==> src/rtl/lsu_pkg.sv <==
// Shared constants, enums and decode helpers for the load/store sequencer.
package lsu_pkg;

  localparam logic [6:0] OP_LOAD  = 7'b0000011;
  localparam logic [6:0] OP_STORE = 7'b0100011;

  typedef enum logic [2:0] {
    F3_B  = 3'b000,
    F3_H  = 3'b001,
    F3_W  = 3'b010,
    F3_BU = 3'b100,
    F3_HU = 3'b101
  } funct3_e;

  typedef enum logic [1:0] {
    S_IDLE = 2'd0,
    S_REQ  = 2'd1,
    S_RESP = 2'd2
  } state_e;

  function automatic logic is_legal(input logic [6:0] op, input logic [2:0] f3);
    logic ok;
    ok = 1'b0;
    if (op == OP_LOAD) begin
      case (f3)
        F3_B, F3_H, F3_W, F3_BU, F3_HU: ok = 1'b1;
        default:                        ok = 1'b0;
      endcase
    end else if (op == OP_STORE) begin
      case (f3)
        F3_B, F3_H, F3_W: ok = 1'b1;
        default:          ok = 1'b0;
      endcase
    end
    return ok;
  endfunction

  function automatic logic is_misaligned(input logic [2:0] f3, input logic [1:0] off);
    logic mis;
    case (f3)
      F3_H, F3_HU: mis = off[0];
      F3_W:        mis = (off != 2'b00);
      default:     mis = 1'b0;
    endcase
    return mis;
  endfunction

  // Drops the low offset bits that a half/word access cannot use.
  function automatic logic [1:0] align_off(input logic [2:0] f3, input logic [1:0] off);
    logic [1:0] o;
    case (f3)
      F3_H, F3_HU: o = {off[1], 1'b0};
      F3_W:        o = 2'b00;
      default:     o = off;
    endcase
    return o;
  endfunction

endpackage

==> src/rtl/lsu_lane_align.sv <==
// Byte-lane steering: store byte enables / replicated data and
// load lane extraction with sign or zero extension.
module lsu_lane_align
  import lsu_pkg::*;
(
  input  logic [2:0]  funct3,
  input  logic [1:0]  off,
  input  logic [31:0] wdata,
  input  logic [31:0] rdata,
  output logic [3:0]  be,
  output logic [31:0] wdata_rep,
  output logic [31:0] rdata_ext
);

  logic [7:0]  lane_b;
  logic [15:0] lane_h;

  always_comb begin
    lane_b = 8'h00;
    case (off)
      2'd0: lane_b = rdata[7:0];
      2'd1: lane_b = rdata[15:8];
      2'd2: lane_b = rdata[23:16];
      2'd3: lane_b = rdata[31:24];
      default: lane_b = 8'h00;
    endcase
    lane_h = off[1] ? rdata[31:16] : rdata[15:0];
  end

  always_comb begin
    be        = 4'b0000;
    wdata_rep = wdata;
    rdata_ext = rdata;
    case (funct3)
      F3_B: begin
        be        = 4'b0001 << off;
        wdata_rep = {4{wdata[7:0]}};
        rdata_ext = {{24{lane_b[7]}}, lane_b};
      end
      F3_H: begin
        be        = off[1] ? 4'b1100 : 4'b0011;
        wdata_rep = {2{wdata[15:0]}};
        rdata_ext = {{16{lane_h[15]}}, lane_h};
      end
      F3_W: begin
        be        = 4'b1111;
        wdata_rep = wdata;
        rdata_ext = rdata;
      end
      F3_BU: rdata_ext = {24'h0, lane_b};
      F3_HU: rdata_ext = {16'h0, lane_h};
      default: begin
        be        = 4'b0000;
        rdata_ext = 32'h0;
      end
    endcase
  end

endmodule

==> src/rtl/lsu_ctrl.sv <==
// Load/store sequencer between execute stage and data memory port.
// Optional build macro MISALIGN_TRAP_EN: trap misaligned half/word accesses instead of aligning them.
//
// state  | meaning
// S_IDLE | ready for a new instruction (req_ready=1)
// S_REQ  | mem_req held, waiting for mem_ack or timeout
// S_RESP | one-cycle response strobe, then back to idle
module lsu_ctrl
  import lsu_pkg::*;
#(
  parameter int TIMEOUT = 255,
  parameter int CNT_W   = 8
) (
  input  logic        clk,
  input  logic        reset,
  input  logic        req_valid,
  output logic        req_ready,
  input  logic [31:0] inst,
  input  logic [31:0] addr,
  input  logic [31:0] wdata,
  output logic        rsp_valid,
  output logic [31:0] rsp_rdata,
  output logic        rsp_err,
  output logic        busy,
  output logic        mem_req,
  output logic        mem_we,
  output logic [31:0] mem_addr,
  output logic [3:0]  mem_be,
  output logic [31:0] mem_wdata,
  input  logic        mem_ack,
  input  logic [31:0] mem_rdata
);

  state_e           state;
  logic [CNT_W-1:0] cnt;
  logic [2:0]       f3_q;
  logic [1:0]       off_q;

  logic [6:0]  in_op;
  logic [2:0]  in_f3;
  logic        in_store;
  logic        in_ok;
  logic [1:0]  in_off;
  logic [2:0]  f3_sel;
  logic [1:0]  off_sel;
  logic [3:0]  be_c;
  logic [31:0] wdata_c;
  logic [31:0] rdata_c;
  logic        unused_inst_bits;

  assign in_op            = inst[6:0];
  assign in_f3            = inst[14:12];
  assign in_store         = (in_op == OP_STORE);
  assign unused_inst_bits = &{1'b0, inst[31:15], inst[11:7]};

`ifdef MISALIGN_TRAP_EN
  assign in_ok  = is_legal(in_op, in_f3) && !is_misaligned(in_f3, addr[1:0]);
  assign in_off = addr[1:0];
`else
  assign in_ok  = is_legal(in_op, in_f3);
  assign in_off = align_off(in_f3, addr[1:0]);
`endif

  // The lane unit serves the live store operands in IDLE and the captured load lane afterwards.
  assign f3_sel  = (state == S_IDLE) ? in_f3  : f3_q;
  assign off_sel = (state == S_IDLE) ? in_off : off_q;

  lsu_lane_align u_align (
    .funct3    (f3_sel),
    .off       (off_sel),
    .wdata     (wdata),
    .rdata     (mem_rdata),
    .be        (be_c),
    .wdata_rep (wdata_c),
    .rdata_ext (rdata_c)
  );

  always_ff @(posedge clk) begin
    if (reset) begin
      state     <= S_IDLE;
      cnt       <= '0;
      f3_q      <= 3'b000;
      off_q     <= 2'b00;
      req_ready <= 1'b1;
      busy      <= 1'b0;
      rsp_valid <= 1'b0;
      rsp_err   <= 1'b0;
      rsp_rdata <= 32'h0;
      mem_req   <= 1'b0;
      mem_we    <= 1'b0;
      mem_addr  <= 32'h0;
      mem_be    <= 4'b0000;
      mem_wdata <= 32'h0;
    end else begin
      rsp_valid <= 1'b0;
      rsp_err   <= 1'b0;
      rsp_rdata <= 32'h0;
      case (state)
        S_IDLE: begin
          if (req_valid) begin
            req_ready <= 1'b0;
            busy      <= 1'b1;
            if (in_ok) begin
              state     <= S_REQ;
              cnt       <= '0;
              f3_q      <= in_f3;
              off_q     <= in_off;
              mem_req   <= 1'b1;
              mem_we    <= in_store;
              mem_addr  <= {addr[31:2], 2'b00};
              mem_be    <= in_store ? be_c : 4'b0000;
              mem_wdata <= in_store ? wdata_c : 32'h0;
            end else begin
              state     <= S_RESP;
              rsp_valid <= 1'b1;
              rsp_err   <= 1'b1;
            end
          end
        end
        S_REQ: begin
          if (mem_ack || cnt == CNT_W'(TIMEOUT - 1)) begin
            state     <= S_RESP;
            rsp_valid <= 1'b1;
            rsp_err   <= !mem_ack;
            rsp_rdata <= (mem_ack && !mem_we) ? rdata_c : 32'h0;
            mem_req   <= 1'b0;
            mem_we    <= 1'b0;
            mem_be    <= 4'b0000;
            mem_wdata <= 32'h0;
          end else begin
            cnt <= cnt + CNT_W'(1);
          end
        end
        S_RESP: begin
          state     <= S_IDLE;
          busy      <= 1'b0;
          req_ready <= 1'b1;
        end
        default: begin
          state     <= S_IDLE;
          busy      <= 1'b0;
          req_ready <= 1'b1;
        end
      endcase
    end
  end

endmodule

==> config.mk <==
export PLATFORM = sky130hd
export DESIGN_NAME = lsu_ctrl
export DESIGN_NICKNAME = d
export VERILOG_FILES = /design/src/rtl/lsu_pkg.sv /design/src/rtl/lsu_lane_align.sv /design/src/rtl/lsu_ctrl.sv
export SDC_FILE = /design/constraint.sdc
export NUM_CORES = 1
export LEC_CHECK = 0
export CORE_MARGIN = 1.5
export CORE_UTILIZATION = 47
export DETAILED_ROUTE_END_ITERATION = 8
export PLACE_DENSITY = 0.83
export SLEW_MARGIN = 20
export SYNTH_ARGS = -nofsm -noshare
export SYNTH_HDL_FRONTEND = slang
export SYNTH_HIERARCHICAL = 1
export SYNTH_SLANG_ARGS = --single-unit
==> constraint.sdc <==
create_clock -name clk -period 4.7 [get_ports clk]
set_clock_uncertainty 0.2 [all_clocks]
set_input_delay 0.94 -clock clk [delete_from_list [all_inputs] [get_ports clk]]
set_output_delay 0.94 -clock clk [all_outputs]
set_load 0.005 [all_outputs]
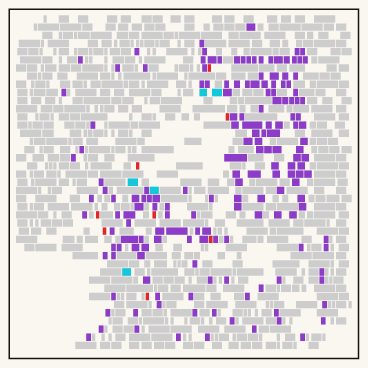
(run_1/gates.png)
Scale: 3 px per um.
[non-inverting ao/oa cells] cyan | cells: 5 | where: centre
[aoi and oai cells] purple | cells: 166
[inv cells] red | cells: 8
non-filler cells, final: 1044
most frequent logic cell in the layout: clkdlybuf4s50_1

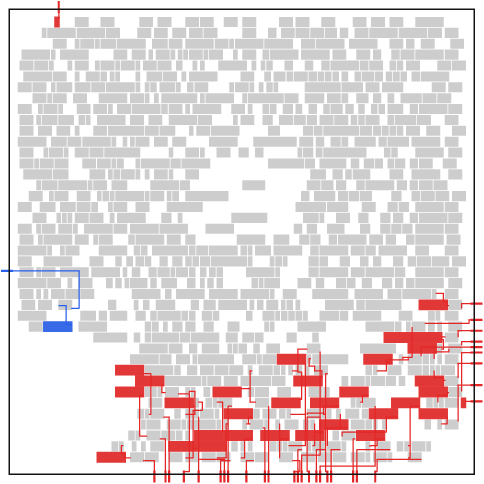
(run_1/port_trees.png)
Scale: 4 px per um.
[`rsp_err`] blue | bits: 1 | direction: output | edge: left | end cells: 1 | buffers: 1 | wire: 36.0 um
[`mem_addr`] red | bits: 32 | direction: output | edge: 22 bottom, 9 right, 1 top | end cells: 32 | buffers: 30 | wire: 684 um

==> results.txt, run 1 <==
flow finished, numbers: outcome complete, no violations, # diodes 0, Reg clk slew, reported paths 0.05 ns, WP data required 4.80 ns, Worst Hold Class reg2reg, cells after synthesis 680, share of cells above drive strength 1 10.2%, synth cell count leaders nand2_1, dfxtp_1, a21oi_1, vias in the first global route 5326, DRC 0, clock buffers 22, inverters 8, Crit path max-delay family buffers and inverters, vias after detailed routing 5632, pre-CTS WS 0.744 ns, Fmax achieved 276 MHz, Max power group the clock network, register-to-register setup slack 1.46 ns, Hold Path Stages 2, Final Critical Period 3.63 ns, max layer used met4, Adders+Majority by Area 0.418%, and+or+nand+nor area frac 18.6%, FF-to-FF path depth 6, CP max stage cell mux2_2, Worst Hold End f3_q[1], biggest regs mem_wdata: 32 flops, rsp_rdata: 32 flops, mem_addr: 30 flops
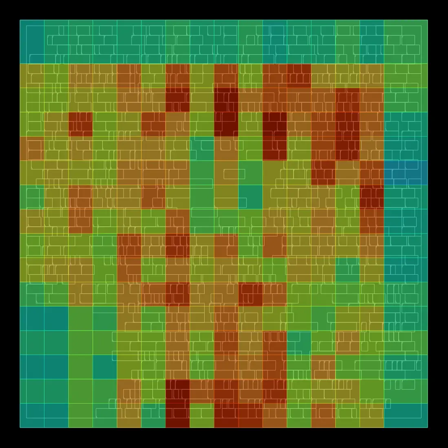
(run_1/congestion_map.png)
global route hottest layer: met2
Routed WL per cell: 16.1 um
GRT Total Usage: 25.1%
grt met1 use: 30.0%

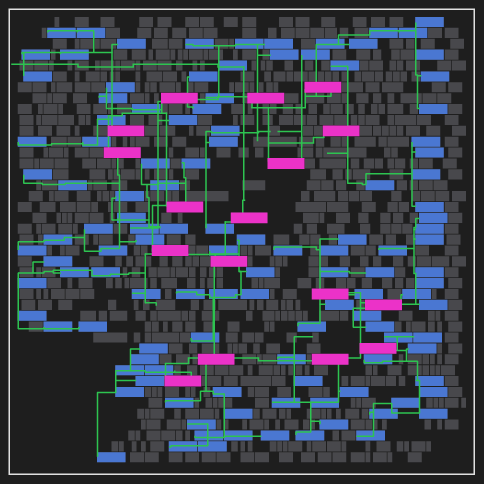
(run_1/clock_wires.png)
Scale: 4 px per um.
[flip-flops] blue | count: 119
[clock-net drivers] magenta | count: 17
[clock wires] green | length: 1590 um
flops lie: spread over the die
routed clock nets: 18

[run 1: per-stage QoR]
stage / cell area (um2) / total power, mW
after floorplan: 5990 / 1.24
after global placement: 7990 / 1.37
after detailed placement: 7990 / 1.37
after CTS: 8580 / 2.69
after global routing: 8580 / 2.75
final: 8580 / 2.67
[run 1: placed cells by master (no fill, tap or decap), types with 4 or more instances in the layout]
master and count:
a221oi_1 7, a211oi_1 19, mux2_2 22, a22oi_1 17, and2_1 32, mux2i_1 51, clkinv_2 5, nand2_1 147
o22ai_1 7, dfxtp_1 119, nand3_1 7, inv_1 7, o21ai_0 12, clkdlybuf4s50_1 212, nor3_1 4, nor2b_1 5
buf_4 11, mux2_4 8, nor2_1 15, a21oi_1 86, clkbuf_16 17
==> run 2, diff against run 1 <==
--- a/config.mk
+++ b/config.mk
@@ -6,9 +6,9 @@
 export NUM_CORES = 1
 export LEC_CHECK = 0
 export CORE_MARGIN = 1.5
-export CORE_UTILIZATION = 47
+export CORE_UTILIZATION = 44
 export DETAILED_ROUTE_END_ITERATION = 8
-export PLACE_DENSITY = 0.83
+export PLACE_DENSITY = 0.78
 export SLEW_MARGIN = 20
 export SYNTH_ARGS = -nofsm -noshare
 export SYNTH_HDL_FRONTEND = slang
==> constraint.sdc (replaced) <==
create_clock -name clk -period 3.34 [get_ports clk]
set_clock_uncertainty 0.2 [all_clocks]
set_input_delay 0.668 -clock clk [delete_from_list [all_inputs] [get_ports clk]]
set_output_delay 0.668 -clock clk [all_outputs]
set_load 0.005 [all_outputs]
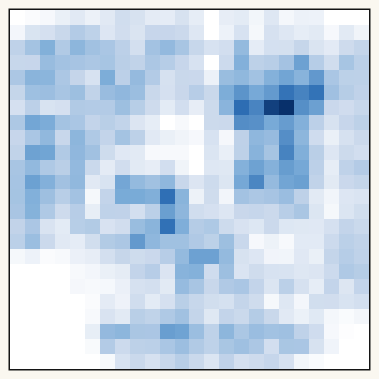
(run_2/route_heat.png)
Scale: 3 px per um. The die is cut into 24 by 24 equal tiles; white is low, dark blue is high, scaled to the fullest tile. Values are wire area over tile area, all layers added.
mean over tiles: 0.20
nearly empty tiles: 9.0%
fullest tile: 0.81
emptiest ninth of the die: lower left
tiles over half the peak: 6.9%

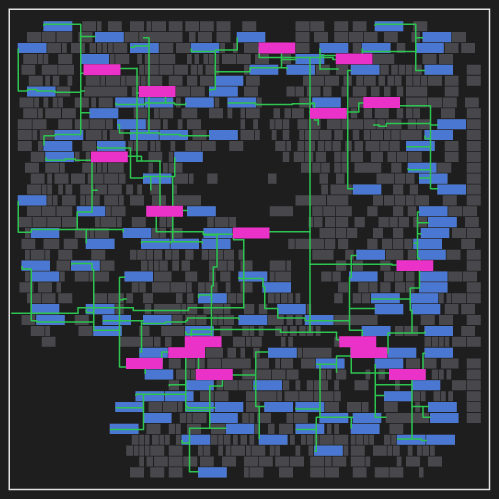
(run_2/clock_wires.png)
Scale: 4 px per um.
[clock wires] green | length: 1590 um
[clock-net drivers] magenta | count: 17
[flip-flops] blue | count: 119
flops lie: spread over the die
routed clock nets: 18
clk pwr: 1.94 mW
clk latency late pin: 0.42 ns
Clock power frac: 50.3%

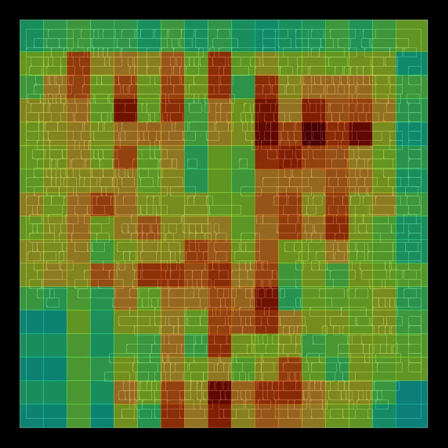
(run_2/congestion_map.png)
Final Util: 65.6%
GR Util met2: 39.8%
grt met1 use: 28.4%
GRT met3 Usage: 8.94%
GRT Total Usage: 24.1%

==> run 2 against run 1 <==
Critical path depth up 3. Register-to-register slack worse by 0.96 ns. Synthesized cell count unchanged. Sequential power up about 40%. First-iteration DRC count up 41%. Clock power up 48%. Synthesized area unchanged. Wire length up 3.6%. Global-route usage down 0.93 points. Worst hold slack better by 0.0048 ns. Sequential cell count unchanged. Non-clock buffer count up 4.
==> results.txt, run 2 <==
flow finished, numbers: FF-to-FF path depth 6, vias after detailed routing 5686, total power 3.86 mW, Rows 42, and+or+nand+nor area frac 18.6%, # H-tree levels 4, Post-synth regs 119, clock buffers 17, Post-synth ARST share 0%, inverters 8, Hold Path Stages 2, most frequent logic cell in the layout clkdlybuf4s50_1, Max Cap Viol 0, Fmax achieved 351 MHz, outcome complete, no violations, Finished Cell Area 0.00869 mm2, Area Growth Syn to Fin 45.0%, WP data required 3.50 ns, Sequential Power Share 37.1%, cell leakage power 3.02 nW, non-filler cells, final 1053, cells after synthesis 680, Routed WL per cell 16.5 um, synth cell count leaders nand2_1, dfxtp_1, a21oi_1, CP max stage cell clkdlybuf4s50_1, cell type with the largest total area dfxtp_1, vias in the first global route 5740, Power Dens Cells 444 mW/mm2, share of cells above drive strength 1 11.1%, register-to-register setup slack 0.50 ns, # diodes 0, Slew @ Worst Pin 0.772 ns, register area 0.00238 mm2, Hold Worst Slack 0.250 ns, Final Critical Period 2.85 ns, DRC 0, biggest regs mem_wdata: 32 flops, rsp_rdata: 32 flops, mem_addr: 30 flops, Reg clk slew, reported paths 0.05 ns, Top Layout Cells clkdlybuf4s50_1, nand2_1, dfxtp_1, a21oi_1, mux2i_1, placed cell areas 0.00806 mm2, Adders+Majority by Area 0.418%, pre-CTS WS 0.144 ns, Worst Hold Class reg2reg, Core ar. 0.0132 mm2, Worst Hold End f3_q[0], Crit path max-delay family buffers and inverters
[run 2: cell counts after synthesis]
Identical to the previous run, type by type.
[run 2: routing by layer]
metal  up-vias  global-route usage [%]  wire (um)
met2       251                    39.8       8400
met3        40                    8.94       1430
met5         -                       0          0
li1       2740                       -          -
met4         0                    9.60        454
met1      2655                    28.4       7130
[run 2: power by group through the flow]
stage / combinational [mW] / clock [mW] / sequential [mW]
2_1_floorplan: 0.290 / 0 / 1.46
3_3_place_gp: 0.470 / 0 / 1.46
3_5_place_dp: 0.477 / 0 / 1.46
4_1_cts: 0.484 / 1.97 / 1.43
5_1_grt: 0.523 / 2.04 / 1.43
6_report: 0.489 / 1.94 / 1.43
[run 2: tightest hold or removal path, cell delays in order (launching register included)]
cell and delay (ns):
dfxtp_1 0.31, nand2_1 0.05, a21oi_1 0.05
Power is estimated from default activity; no workload was simulated.
